==> src/rtl/comp_arb_pkg.sv <==
// Shared types and constants for comp_arbiter: FSM states, comparison op codes,
// and the all-ones code reported for a false or illegal comparison.
package comp_arb_pkg;

    typedef enum logic [1:0] {
        ST_IDLE = 2'd0,
        ST_CMP  = 2'd1,
        ST_RESP = 2'd2
    } state_t;

    localparam logic [2:0] OP_EQ  = 3'b000;
    localparam logic [2:0] OP_NEQ = 3'b001;
    localparam logic [2:0] OP_LT  = 3'b010;
    localparam logic [2:0] OP_LTE = 3'b011;
    localparam logic [2:0] OP_GT  = 3'b100;
    localparam logic [2:0] OP_GTE = 3'b101;

    // Wide enough for any supported N; users slice the low N bits.
    localparam int unsigned            CODE_MAX_W = 64;
    localparam logic [CODE_MAX_W-1:0] CODE_FALSE = '1;

endpackage

==> src/rtl/comp_arbiter_comparators.sv <==
// Unsigned N-bit comparator bank: evaluates one op and produces the raw result
// code (op zero-extended when true, all-ones when false or illegal).
module comp_arbiter_comparators
    import comp_arb_pkg::*;
#(
    parameter int N = 8
) (
    input  logic [N-1:0] a,
    input  logic [N-1:0] b,
    input  logic [2:0]   op,
    output logic [N-1:0] code,
    output logic         is_true,
    output logic         err
);

    always_comb begin
        is_true = 1'b0;
        err     = 1'b0;
        case (op)
            OP_EQ:   is_true = (a == b);
            OP_NEQ:  is_true = (a != b);
            OP_LT:   is_true = (a <  b);
            OP_LTE:  is_true = (a <= b);
            OP_GT:   is_true = (a >  b);
            OP_GTE:  is_true = (a >= b);
            default: err     = 1'b1;
        endcase
        code = is_true ? N'(op) : CODE_FALSE[N-1:0];
    end

endmodule

==> src/rtl/comp_arbiter.sv <==
// Two-requester comparison arbiter: IDLE grants one requester, CMP evaluates,
// RESP holds the result until taken. COMP_ARB_FIXED_PRIO_EN makes req0 always win.
module comp_arbiter
    import comp_arb_pkg::*;
#(
    parameter int N = 8
) (
    input  logic         clk,
    input  logic         reset_n,
    input  logic         req0_valid,
    output logic         req0_ready,
    input  logic [N-1:0] req0_a,
    input  logic [N-1:0] req0_b,
    input  logic [2:0]   req0_op,
    input  logic         req1_valid,
    output logic         req1_ready,
    input  logic [N-1:0] req1_a,
    input  logic [N-1:0] req1_b,
    input  logic [2:0]   req1_op,
    output logic         rsp_valid,
    input  logic         rsp_ready,
    output logic         rsp_id,
    output logic         rsp_true,
    output logic [N-1:0] rsp_code,
    output logic         rsp_err,
    output logic         busy
);

    state_t       state_q, state_d;
    logic [N-1:0] a_q, b_q;
    logic [2:0]   op_q;
    logic         id_q;
    logic         grant_id;
    logic         any_valid;
    logic         hs;
    logic [N-1:0] cmp_code;
    logic         cmp_true, cmp_err;

    assign any_valid = req0_valid | req1_valid;
    assign hs        = (state_q == ST_IDLE) && any_valid;

`ifdef COMP_ARB_FIXED_PRIO_EN
    assign grant_id = ~req0_valid;
`else
    // last_q holds the most recent grant; reset value 1 makes req0 win first.
    logic last_q;

    assign grant_id = (req0_valid && req1_valid) ? ~last_q : req1_valid;

    always_ff @(posedge clk or negedge reset_n) begin
        if (!reset_n)
            last_q <= 1'b1;
        else if (hs)
            last_q <= grant_id;
    end
`endif

    always_ff @(posedge clk or negedge reset_n) begin
        if (!reset_n)
            state_q <= ST_IDLE;
        else
            state_q <= state_d;
    end

    // Ready is gated by reset_n so both readies drop the instant reset asserts.
    always_comb begin
        state_d    = state_q;
        req0_ready = 1'b0;
        req1_ready = 1'b0;
        case (state_q)
            ST_IDLE: begin
                if (any_valid && reset_n) begin
                    req0_ready = ~grant_id;
                    req1_ready = grant_id;
                    state_d    = ST_CMP;
                end
            end
            ST_CMP:  state_d = ST_RESP;
            ST_RESP: if (rsp_ready) state_d = ST_IDLE;
            default: state_d = ST_IDLE;
        endcase
    end

    always_ff @(posedge clk or negedge reset_n) begin
        if (!reset_n) begin
            a_q  <= '0;
            b_q  <= '0;
            op_q <= '0;
            id_q <= 1'b0;
        end else if (hs) begin
            a_q  <= grant_id ? req1_a  : req0_a;
            b_q  <= grant_id ? req1_b  : req0_b;
            op_q <= grant_id ? req1_op : req0_op;
            id_q <= grant_id;
        end
    end

    comp_arbiter_comparators #(.N(N)) u_cmp (
        .a       (a_q),
        .b       (b_q),
        .op      (op_q),
        .code    (cmp_code),
        .is_true (cmp_true),
        .err     (cmp_err)
    );

    always_ff @(posedge clk or negedge reset_n) begin
        if (!reset_n) begin
            rsp_id   <= 1'b0;
            rsp_true <= 1'b0;
            rsp_code <= '0;
            rsp_err  <= 1'b0;
        end else if (state_q == ST_CMP) begin
            rsp_id   <= id_q;
            rsp_true <= cmp_true;
            rsp_code <= cmp_code;
            rsp_err  <= cmp_err;
        end
    end

    assign rsp_valid = (state_q == ST_RESP);
    assign busy      = (state_q != ST_IDLE);

endmodule

==> config.mk <==
export PLATFORM = sky130hd
export DESIGN_NAME = comp_arbiter
export DESIGN_NICKNAME = d
export VERILOG_FILES = /design/src/rtl/comp_arb_pkg.sv /design/src/rtl/comp_arbiter_comparators.sv /design/src/rtl/comp_arbiter.sv
export SDC_FILE = /design/constraint.sdc
export NUM_CORES = 1
export LEC_CHECK = 0
export CAP_MARGIN = 40
export CORE_UTILIZATION = 45
export DETAILED_ROUTE_END_ITERATION = 8
export PLACE_DENSITY = 0.8
export SKIP_LAST_GASP = 1
export SLEW_MARGIN = 20
export SYNTH_ARGS = -nofsm -noshare
export SYNTH_HDL_FRONTEND = slang
export SYNTH_SLANG_ARGS = --single-unit
==> constraint.sdc <==
create_clock -name clk -period 2.6 [get_ports clk]
set_input_delay 0.78 -clock clk [delete_from_list [all_inputs] [get_ports clk]]
set_output_delay 0.78 -clock clk [all_outputs]
set_load 0.005 [all_outputs]
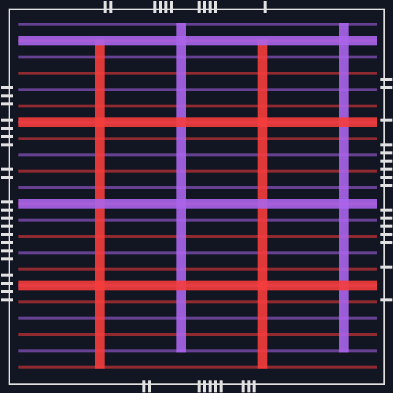
run_1/floorplan.png
Scale: 6 px per um. Pins as bars on the die edge.
| colour | net |
|---|---|
| purple | VDD |
| red | VSS |
met5 straps: 4
rows: 21
Die Wd: 62.2 um
worst vdd ir: 0.408 mV
total core area: 3420 um2
Die H: 62.2 um

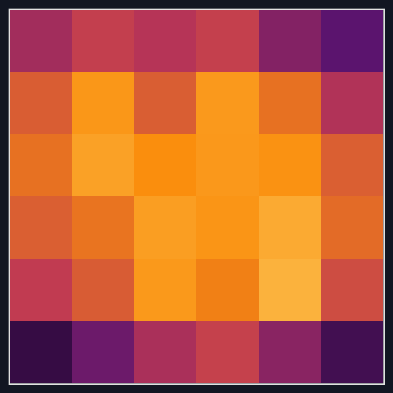
run_1/util_map.png
Scale: 6 px per um. The die is cut into 6 by 6 equal tiles; black is low, pale yellow is high, 0 to 100% covered.
tiles over 75% full: 31%
densest ninth of the die: centre
fullest tile: 83%
final core occ: 68.4%
fp util: 47.8%

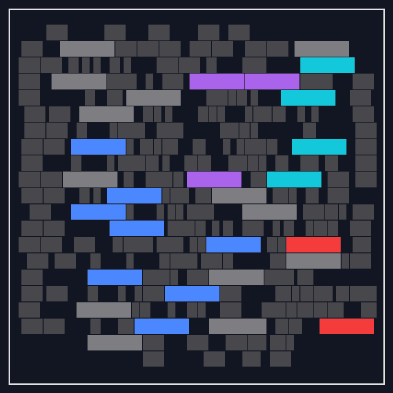
run_1/ff_map.png
Scale: 6 px per um. Other sequential cells in the stronger grey, the rest of the logic in the fainter grey.
| colour | signal | sequential cells |
|---|---|---|
| blue | a_q | 8 |
| purple | op_q | 3 |
| red | state_q | 2 |
| cyan | rsp_code | 4 |
register area: 752 um2
Seq area share: 32.2%
P_seq: 0.799 mW

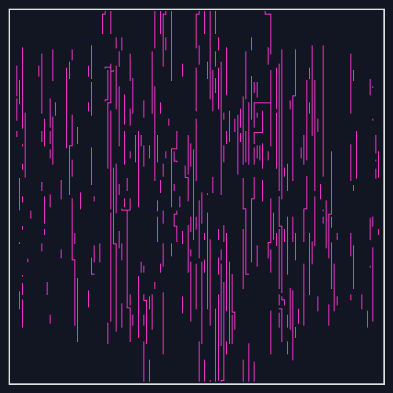
run_1/m2.png
Scale: 6 px per um.
longest straight run: 24.8 um
share of all routed wire: 51%
nets with wire on the layer: 235
main direction: vertical
M2 GR Usage: 32.8%
routed wire length: 3130 um

==> results_dict.tcl, run 1 <==
# collected from the flow reports
set metrics [dict create \
    status "complete, no violations" \
    r2r_slack_ps 560 \
    portBuffers 57 \
    cts-root-buf "clkbuf_4" \
    drive_gt1_share_pct 9.48 \
    inv_count 14 \
    antenna_found_initial 0 \
    async_flop_share_pct 100 \
    num-nonclk-buffers 64 \
    power.share.switching_pct 35.4 \
    synth.area.top_cells "dfrtp_1 44%, mux2i_1 12%, a21oi_1 7.7%" \
    path_common_cell "dlygate4sd2_1" \
    place_ws_ps -406 \
    yosysTopAreaCellShare_pct 44.4 \
    diodes 0 \
    drc 0 \
    seqPwrFrac_pct 37.1 \
    avgRoutedWirePerCell_um 11.3 \
    clkSinkCount 30 \
    dieArea_um2 3870 \
    n_tap_cell 46 \
    clkTransAtPathRegs_ps 90 \
    clk_path_buf_depth 2 \
    setup_violations 0 \
    crit_fanout 3 \
    hold_viol 0 \
    cts_resized 4 \
    place.gp.congestion 0.737 \
    cap_violations 0 \
    p_clk_share_pct 15.7 \
    ys_top_cells_by_count "29 x dfrtp_1, 27 x nor2_1, 25 x a21oi_1, 19 x mux2i_1, 14 x inv_1" \
    grt_pass1_wl_um 5550 \
    largest_class "logic gates" \
    via_count 1369 \
    critPathSlowestCell "dlygate4sd2_1" \
    most_common_cell "dfrtp_1" \
    powerDensity_nw_per_um2 923 \
    worst_slack_ps 95.6 \
    tritoncts "done" \
    ys_types 33 \
    ios 58 \
    top_area_cell "dfrtp_1" \
]
==> run 1: cell families after synthesis <==
kind of cell | Yosys count | synth area share, %
buffers and inverters | 25 | 6.97
flip-flops | 30 | 46.1
AND-OR/OR-AND | 40 | 14.2
multiplexers | 21 | 13.3
adder cells (fa/ha/maj) | 8 | 6.13
AND/OR/NAND/NOR | 46 | 12.9
XOR/XNOR | 1 | 0.536
==> run 1: per-layer routing <==
layer  GRT usage (%)  vias to the layer above  wire, um
met5               0                        -         0
met4            8.72                        0        48
met3            4.78                        5       140
met2            32.8                       41      1600
met1            20.7                      616      1340
li1                -                      707         -
==> run 1: state kept, by name, summed over array words and instances (netlist names) <==
signal    count
rsp_code      4
rsp_id        1
last_q        1
a_q           8
state_q       2
op_q          3
rsp_true      1
b_q           8
id_q          1
rsp_err       1
==> run 1: critical path: cells and delay by family <==
family / cells / cell delay (ps)
buffers and inverters: 2 / 500
AND/OR/NAND/NOR: 4 / 440
==> run 1: placed cells by master (no fill, tap or decap), drive strengths merged, types with 4 or more instances in the layout <==
cell type	count
clkdlybuf4s50	52
dfrtp	29
nor2	28
a21oi	25
mux2i	19
inv	14
ha	8
clkbuf	8
buf	7
nand2	6
a31oi	4
dlygate4sd2	4
==> run 1: power groups by stage <==
stage	Clock, mW	Sequential, mW	Combinational, mW
floorplan	0	0.785	0.682
global placement	0	0.803	0.997
detailed placement	0	0.812	1.02
CTS	0.352	0.803	1.03
global route	0.373	0.830	1.15
finish	0.338	0.799	1.02
==> run 1: metrics by stage <==
stage	power (mW)	setup TNS (ps)	std cells	instance area [um2]	hold slack (ps)
final	2.15	0	278	2330	384
after floorplan	1.47	0	171	1630	473
after CTS	2.18	0	278	2330	506
after global placement	1.80	-719	269	2250	465
after global routing	2.35	0	278	2330	394
after detailed placement	1.83	-744	269	2250	484
==> run 1 -> run 2 <==
Settings changed: SETUP_SLACK_MARGIN set to 0.05, SLEW_MARGIN 20 to unset.
Clock period 2.6 ns to 2.5 ns, I/O delays scaled along.
==> run 2 against run 1 <==
Net effect:
- worst setup slack improved by 44 ps
- via count grew 0.88%
- cell area grew 0.43%
- clock skew shrank 5.2 ps
- clock power increased by 4%
- first-iteration DRC count increased by 58%
- synthesized area unchanged
- final cell count did not move
- wire length barely moved
- largest cell class unchanged
==> results_dict.tcl, run 2 <==
# collected from the flow reports
set metrics [dict create \
    status "complete, no violations" \
    reg_top3 "a_q (8), b_q (8), rsp_code (4)" \
    simple_gate_share_pct 12.9 \
    tritoncts "done" \
    via_per_inst 4.97 \
    dp_cells 269 \
    drive_gt1_share_pct 10.3 \
    async_flop_share_pct 100 \
    cap_violations 0 \
    yosysTopAreaCellShare_pct 44.4 \
    synth.area.top_cells "dfrtp_1 44%, mux2i_1 12%, a21oi_1 7.7%" \
    ant_nets 0 \
    internal_power_mw 1.45 \
    ios 58 \
    finalNonFillerCells 278 \
    grt_setup_unrepaired "false" \
    cts-root-buf "clkbuf_4" \
    hold_ws_ps 347 \
    most_common_cell "dfrtp_1" \
    nets 282 \
    dieArea_um2 3870 \
    ys_types 33 \
    avgRoutedWirePerCell_um 11.2 \
    worstSetupPathType "input port to output pin" \
    coreArea_um2 3420 \
    die_y_um 62.2 \
    rows 21 \
    top_area_cell "dfrtp_1" \
    final_common_cell "clkdlybuf4s50_1" \
    grt_pass1_wl_um 5660 \
    ys_top_cells_by_count "29 x dfrtp_1, 27 x nor2_1, 25 x a21oi_1, 19 x mux2i_1, 14 x inv_1" \
    mux_share_pct 13.3 \
    syn_inst 171 \
    place_ws_ps -444 \
    aoi_share_pct 14.2 \
    xor_share_pct 0.536 \
    clkSinkCount 30 \
    grt_overflow 0 \
    final_util_pct 68.6 \
    layout_top_cells "52 x clkdlybuf4s50_1, 29 x dfrtp_1, 26 x nor2_1, 25 x a21oi_1, 19 x mux2i_1" \
    drc 0 \
    switchingPower_mw 0.798 \
    place.gp.congestion 0.737 \
    grtUsageTotal_pct 18.9 \
    adder_share_pct 6.13 \
    powerDensity_nw_per_um2 959 \
    crit_fanout 2 \
    fillers 287 \
    worst_r2r_endpoint "rsp_code[1]$_DFFE_PN0N_" \
    floorplan.core_util_pct 47.8 \
    first_pass_iters 4 \
    ys_seq_share_pct 46.1 \
    placed_cell_area_um2 2250 \
    worst_ir_drop_vdd_mv 0.438 \
    clkTransAtPathRegs_ps 90 \
    hold_viol 0 \
    diodes 0 \
    tns_ps 0 \
    design_area_um2 2340 \
    r2r_slack_ps 460 \
    clk_path_buf_depth 2 \
    portBuffers 57 \
    power.share.switching_pct 35.5 \
    totalPowerFinal_mw 2.25 \
    p_clk_share_pct 15.6 \
    seqPwrFrac_pct 37.1 \
    antenna_found_initial 0 \
    worst_slack_ps 140 \
    die_x_um 62.2 \
    setup_violations 0 \
    slew_headroom_pct 63.4 \
    top_logic_kind "AND-OR/OR-AND gates" \
]
[run 2: worst max path at each step]
stage / start / to / slack [ps] / cells past startpoint
2_1_floorplan: req1_valid / req1_ready / 240 / 3
3_3_place_gp: req1_valid / req0_ready / -420 / 6
3_5_place_dp: req1_valid / req0_ready / -440 / 6
4_1_cts: reset_n / req0_ready / 90 / 4
5_1_grt: req0_valid / req1_ready / 70 / 5
6_report: req0_valid / req1_ready / 140 / 5
[run 2: metal layers]
metal	up-vias	GRT usage, %	part of all wire (%)	wire, um
li1	710	-	-	-
met1	624	21.4	43	1350
met2	43	33.1	51	1590
met3	4	7.54	5.2	162
met4	0	4.36	0.83	26
met5	-	0	0	0
[run 2: cells by family after synthesis]
logic type	count (synthesis)
DFF	30
xor gates and xnor gates	1
buffers and inverters	25
adders and majority gates	8
and+or+nand+nor	46
muxes	21
AOI/OAI and AO/OA	40
[run 2: power by group through the flow]
stage	clock, mW	combinational [mW]	sequential [mW]
finish	0.352	1.06	0.834
global route	0.398	1.20	0.866
CTS	0.365	1.07	0.838
detailed placement	0	1.06	0.844
global placement	0	1.04	0.836
floorplan	0	0.709	0.816
[run 2: what timing repair did]
action	4_1_cts	5_1_grt
buffers inserted	1	0
setup endpoints to repair	2	1
pin swaps	2	0
gates resized	11	1
[run 2: area by class of cell]
class | instances | area [um2] | share of cell area, %
repair buffers | 64 | 623 | 26.6
multi-input cells | 116 | 781 | 33.3
flip-flops and latches | 30 | 752 | 32.1
clock buffers | 8 | 78.8 | 3.36
well taps | 46 | 57.6 | 2.45
inverters | 14 | 52.6 | 2.24
[run 2: critical path: stages]
cell and delay (ps):
dlygate4sd2_1 250, buf_6 120, a21boi_4 130, and3_1 170, clkdlybuf4s15_2 200
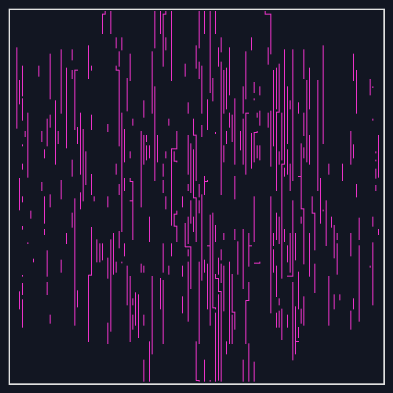
run_2/m2.png
Scale: 6 px per um.
longest straight run: 22.1 um
wire length on this layer: 1590 um
routed vias: 1381
routed wire length: 3130 um

==> run 2 -> run 3 <==
Settings changed: TNS_END_PERCENT set to 1.
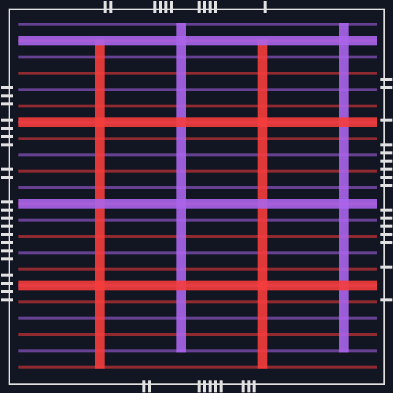
run_3/floorplan.png
Scale: 6 px per um. Pins as bars on the die edge.
| colour | net |
|---|---|
| red | VSS |
| purple | VDD |
met1 rails: 22
met4 straps: 4
rows: 21
signal pins: 58

==> run 3 against run 2 <==
Net effect:
- combinational power about the same
- total power unchanged
- via count unchanged
- clock skew unchanged
- highest routed layer unchanged
- non-clock buffer count unchanged
- first-iteration DRC count unchanged
- synthesized area unchanged
- largest cell class unchanged
- final cell count unchanged
==> results_dict.tcl, run 3 <==
# collected from the flow reports
set metrics [dict create \
    critPathSlowestCell "dlygate4sd2_1" \
    ys_types 33 \
    ys_seq_share_pct 46.1 \
    most_common_cell "dfrtp_1" \
    xor_share_pct 0.536 \
    diodes 0 \
    floorplan.core_util_pct 47.8 \
    cp_cell_sequence "dlygate4sd2_1 -> buf_6 -> a21boi_4 -> and3_1 -> clkdlybuf4s15_2" \
    place.gp.congestion 0.737 \
    dp_cells 269 \
    critPathBufInv 3 \
    cp-startpoint "req0_valid" \
    highest_layer "met4" \
    grt_setup_unrepaired "false" \
    coreArea_um2 3420 \
    syn_inst 171 \
    grt_pass1_wl_um 5660 \
    cts-root-buf "clkbuf_4" \
    setup_violations 0 \
    status "complete, no violations" \
    simple_gate_share_pct 12.9 \
    aoi_share_pct 14.2 \
    wl_um 3130 \
    finalNonFillerCells 278 \
    clk_path_buf_depth 2 \
    dieArea_um2 3870 \
    grtUsageMet2_pct 33.1 \
    die_x_um 62.2 \
    grt_overflow 0 \
    adder_share_pct 6.13 \
    worst_r2r_endpoint "rsp_code[1]$_DFFE_PN0N_" \
    crit_fanout 2 \
    die_y_um 62.2 \
    antenna_found_initial 0 \
    tns_ps 0 \
    cap_violations 0 \
    via_per_inst 4.97 \
    wl_met3_um 162 \
    top_usage_layer "met2" \
    via_count 1381 \
    first_pass_iters 4 \
    max_stage_delay_ps 250 \
    fillers 287 \
    wl_met1_um 1350 \
    avgRoutedWirePerCell_um 11.2 \
    totalPowerFinal_mw 2.25 \
    yosysTopAreaCellShare_pct 44.4 \
    nets 282 \
    comb_area_um2 781 \
    flop_area_um2 752 \
    crit_end "req1_ready" \
    met2_wirelength_um 1590 \
    drc 0 \
    powerDensity_nw_per_um2 959 \
    layout_top_cells "52 x clkdlybuf4s50_1, 29 x dfrtp_1, 26 x nor2_1, 25 x a21oi_1, 19 x mux2i_1" \
    r2r_slack_ps 460 \
    grt_use_met3_pct 7.54 \
    mux_share_pct 13.3 \
    clkSinkCount 30 \
    tritoncts "done" \
    slew_headroom_pct 63.4 \
    hold_viol 0 \
    top_logic_kind "AND-OR/OR-AND gates" \
]
-- run 3: cell counts in the layout (fill, tap and decap cells not counted) --
No cell type changed its count.
-- run 3: power breakdown --
group          switching, mW  internal (mW)
Sequential             0.139          0.696
Combinational          0.500          0.564
Clock                  0.160          0.192
-- run 3: how the worst min path moves through the flow --
stage               cells after the start                from  slack [ps]                endpoint
finish                                  2             reset_n         350  state_q[0]$_DFFE_PN0P_
detailed placement                      2  rsp_id$_DFFE_PN0N_         480      rsp_id$_DFFE_PN0N_
global placement                        2  rsp_id$_DFFE_PN0N_         470      rsp_id$_DFFE_PN0N_
global route                            2             reset_n         340  state_q[0]$_DFFE_PN0P_
CTS                                     2  rsp_id$_DFFE_PN0N_         510      rsp_id$_DFFE_PN0N_
floorplan                               0             reset_n         450      a_q[0]$_DFFE_PN0P_
-- run 3: stage by stage --
stage	setup slack [ps]	area (um2)	util [%]	hold WS, ps
after floorplan	237	1630	-	454
after global placement	-423	2250	65.9	465
after detailed placement	-444	2250	65.9	484
after CTS	94.1	2340	68.6	506
after global routing	65.1	2340	68.6	343
final	140	2340	68.6	347
-- run 3: final cells by class --
type / instances / share of cell area (%)
Multi-Input combinational cell: 116 / 33.3
Timing Repair Buffer: 64 / 26.6
Inverter: 14 / 2.24
Tap cell: 46 / 2.45
Clock buffer: 8 / 3.36
Sequential cell: 30 / 32.1
-- run 3: cells by family after synthesis --
group / count (synthesis)
AND-OR/OR-AND: 40
XOR/XNOR: 1
adder cells (fa/ha/maj): 8
buffers and inverters: 25
flip-flops: 30
multiplexers: 21
AND/OR/NAND/NOR: 46
-- run 3: what timing repair did --
action	4_1_cts	5_1_grt
setup endpoints to repair	2	1
gates resized	11	1
pin swaps	2	0
buffers inserted	1	0
cloned	0	0
Power figures rest on the tool's default switching activity, not on a simulated workload.
